==> images/detail.png <==
The bar under the picture is 5 µm long. Window x 22 to 42, y 36 to 56 µm. Cells in grey, sequential cells in the stronger grey; small squares are vias.
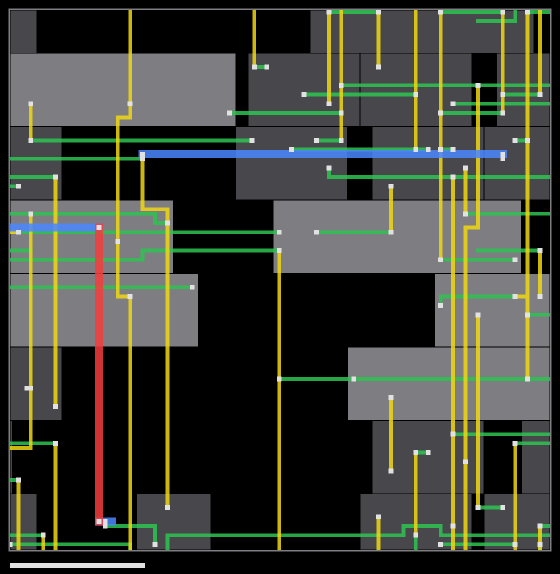
==> images/congestion.png <==
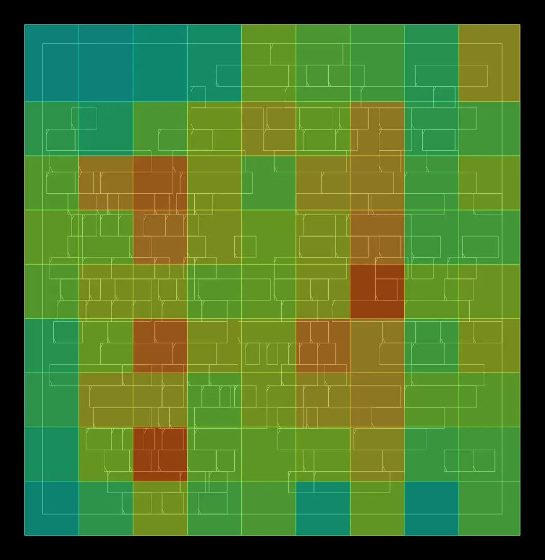
==> images/wires.png <==
The bar under the picture is 20 µm long.
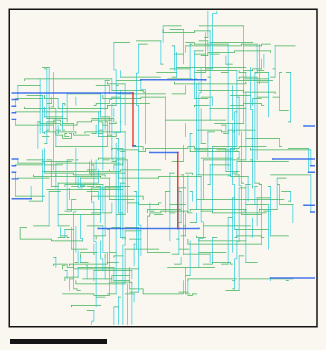
==> images/logic_types.png <==
The bar under the picture is 20 µm long.
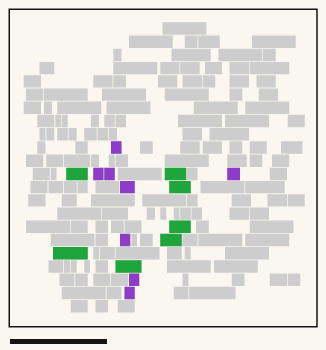
==> images/flops_by_reg.png <==
The bar under the picture is 20 µm long.
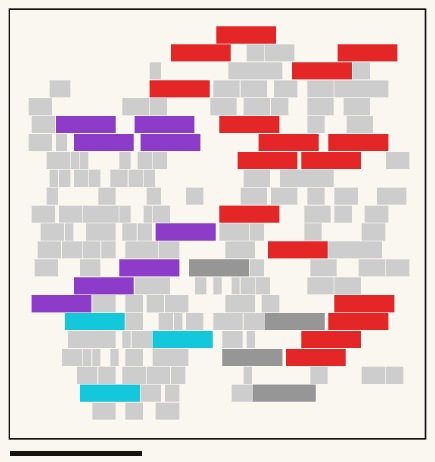
### config.mk
export PLATFORM = sky130hd
export DESIGN_NAME = result_fifo
export DESIGN_NICKNAME = d
export VERILOG_FILES = /design/src/rtl/result_fifo.sv
export SDC_FILE = /design/constraint.sdc
export NUM_CORES = 1
export LEC_CHECK = 0
export CAP_MARGIN = 20
export CORE_AREA = 2 2 61 63
export DETAILED_ROUTE_END_ITERATION = 12
export DIE_AREA = 0 0 63 65
export PLACE_DENSITY = 0.7
export REMOVE_ABC_BUFFERS = 1
export SYNTH_ARGS = -nofsm -noshare
export SYNTH_HDL_FRONTEND = slang
export SYNTH_SLANG_ARGS = --single-unit
### constraint.sdc
create_clock -name clk -period 2.3 [get_ports clk]
set_input_delay 0.46 -clock clk [delete_from_list [all_inputs] [get_ports clk]]
set_output_delay 0.46 -clock clk [all_outputs]
set_load 0.01 [all_outputs]
### src/rtl/result_fifo.sv
// Circular show-ahead FIFO for the 4-bit result word, with a saturating nonzero-push counter.
// Optional build macro ZERO_FILTER_EN: zero words are accepted but not stored.
module result_fifo #(
    parameter int WIDTH = 4,
    parameter int DEPTH = 4,
    parameter int CNT_W = 8
) (
    input  logic                       clk,
    input  logic                       rst_n,
    input  logic                       in_valid,
    output logic                       in_ready,
    input  logic [WIDTH-1:0]           in_data,
    output logic                       out_valid,
    input  logic                       out_ready,
    output logic [WIDTH-1:0]           out_data,
    output logic [$clog2(DEPTH):0]     level,
    output logic [CNT_W-1:0]           nz_count
);

    localparam int PW = $clog2(DEPTH);
    localparam int LW = PW + 1;

    // Handshakes: a word moves when valid and ready are both high at a rising edge;
    // valid never waits on ready, and ready depends on registered level only.
    logic [WIDTH-1:0] mem [DEPTH];
    logic [PW-1:0]    wr_ptr;
    logic [PW-1:0]    rd_ptr;
    logic [LW-1:0]    level_q;
    logic [CNT_W-1:0] nz_q;
    logic             push;
    logic             pop;
    logic             store;
    logic             nonzero;

    assign in_ready  = (level_q != LW'(DEPTH));
    assign out_valid = (level_q != '0);
    assign out_data  = mem[rd_ptr];
    assign level     = level_q;
    assign nz_count  = nz_q;

    assign push    = in_valid && in_ready;
    assign pop     = out_valid && out_ready;
    assign nonzero = (in_data != '0);

`ifdef ZERO_FILTER_EN
    // A zero word still completes its handshake but is never written.
    assign store = push && nonzero;
`else
    assign store = push;
`endif

    always_ff @(posedge clk or negedge rst_n) begin
        if (!rst_n) begin
            for (int i = 0; i < DEPTH; i++) begin
                mem[i] <= '0;
            end
            wr_ptr  <= '0;
            rd_ptr  <= '0;
            level_q <= '0;
            nz_q    <= '0;
        end else begin
            if (store) begin
                mem[wr_ptr] <= in_data;
                wr_ptr      <= wr_ptr + PW'(1);
            end
            if (pop) begin
                rd_ptr <= rd_ptr + PW'(1);
            end
            case ({store, pop})
                2'b10:   level_q <= level_q + LW'(1);
                2'b01:   level_q <= level_q - LW'(1);
                default: level_q <= level_q;
            endcase
            if (push && nonzero && (nz_q != '1)) begin
                nz_q <= nz_q + CNT_W'(1);
            end
        end
    end

endmodule

==> impl_metrics.yaml <==
# flow metrics
run_status:
  run_status: "completed"
setup_path:
  worstPathCellList: "mux4_2 > clkdlybuf4s50_1"
  reg2reg_depth: 9
  r2r_end: "level[2]"
  worstSetupPathType: "reg2out"
  cp_top_family: "multiplexers"
  crit_path_start: "rd_ptr[0]"
  crit_arrival_ns: 1.76
  cp-end-kind: "output port"
  path_max_fanout: 5
  regToRegSetupSlack_ns: 0.10
  worst-path-buf-inv: 1
timing:
  hold_ws_ns: 0.509
  setup_violations: 0
  finalHoldViolCount: 0
placement:
  port_buffers: 24
  pre_cts_ws_ns: -0.0471
  detailed_place.area_um2: 1860
  place.gp.congestion: 0.775
layout:
  fill_cells: 324
  final_cell_area_um2: 1970
  nNetsFinal: 173
  regMostFlops: "mem"
  dominant_cells: "sequential cells"
  inv_count: 6
worst_hold_path:
  hold-path-cell-count: 1
  hp-class: "reg2reg"
clock_tree:
  cts_post_setup_buffers_inserted: 1
  cts_buffers: 5
  clk_latency_ns: 0.32
  clock_sinks: 31
pwr:
  switching_share_pct: 33.8
  total_power_w: 0.00275
  combPwrFrac_pct: 49.9
  seqPwrFrac_pct: 38.5
  power.density_nw_per_um2: 1400
synth:
  ys_ff: 31
  syn_inst: 114
  postSynthSeqShare_pct: 51.7
  synth.top_cell.area_share_pct: 51.7
  yosysCellCount: 114
die:
  tap-cell-count: 48
  fp-row-count: 22
global_route:
  grt_pass1_wl_mm: 5.05
  grt_antenna_before_repair: 0
  grt_util_met3_pct: 5.03
route:
  highest_layer: "met4"
  wl_met1_mm: 1.37
job:
  max_cap_viol_count: 0
## Picture notes: detail.png
legend:
  blue:
    layer: metal 3
  green:
    layer: metal 1
  yellow:
    layer: metal 2
  red:
    layer: metal 4
sequential cells in the window: 5
cells with their middle in the window: 19
netlist names of flops here include: mem (3), nz_count (2)
most frequent: mux2_2 (7), dfrtp_1 (5), clkbuf_4 (3)

## Picture notes: congestion.png
GRT busiest layer: met2
Core Util, Final: 56.2%
total track usage: 16.4%

## Picture notes: wires.png
legend:
  cyan:
    layer: metal 2
    wire_length: 1460 µm
  red:
    layer: metal 4
    wire_length: 26.5 µm
  blue:
    layer: metal 3
    wire_length: 100 µm
  green:
    layer: metal 1
    wire_length: 1370 µm

## Picture notes: logic_types.png
legend:
  purple:
    family: AND and OR gates
    cells: 8
    most_used: and3_1
  green:
    family: adder and majority cells
    cells: 7
    most_used: ha_1

## Picture notes: flops_by_reg.png
legend:
  cyan:
    signal: level
    placed_flops: 3
  red:
    signal: mem
    placed_flops: 16
  purple:
    signal: nz_count
    placed_flops: 8

power groups by stage:
stage                     clock [W]  sequential (W)  combinational (W)
final                      0.000320         0.00106            0.00137
after global routing       0.000362         0.00111            0.00150
after CTS                  0.000333         0.00107            0.00132
after detailed placement          0         0.00108            0.00131
after global placement            0         0.00106            0.00127
after floorplan                   0         0.00106           0.000735
cell families (layout without fill, tap and decap cells):
| logic type | after synthesis | in the layout | synth area share (%) |
|---|---|---|---|
| XOR/XNOR | 9 | 9 | 5.25 |
| AND/OR/NAND/NOR | 25 | 25 | 9.08 |
| buffers and inverters | 9 | 53 | 2.83 |
| flip-flops | 31 | 31 | 51.7 |
| AND-OR/OR-AND | 10 | 10 | 4.42 |
| adder cells (fa/ha/maj) | 7 | 7 | 6.33 |
| multiplexers | 23 | 23 | 20.4 |
Power is estimated from default activity; no workload was simulated.
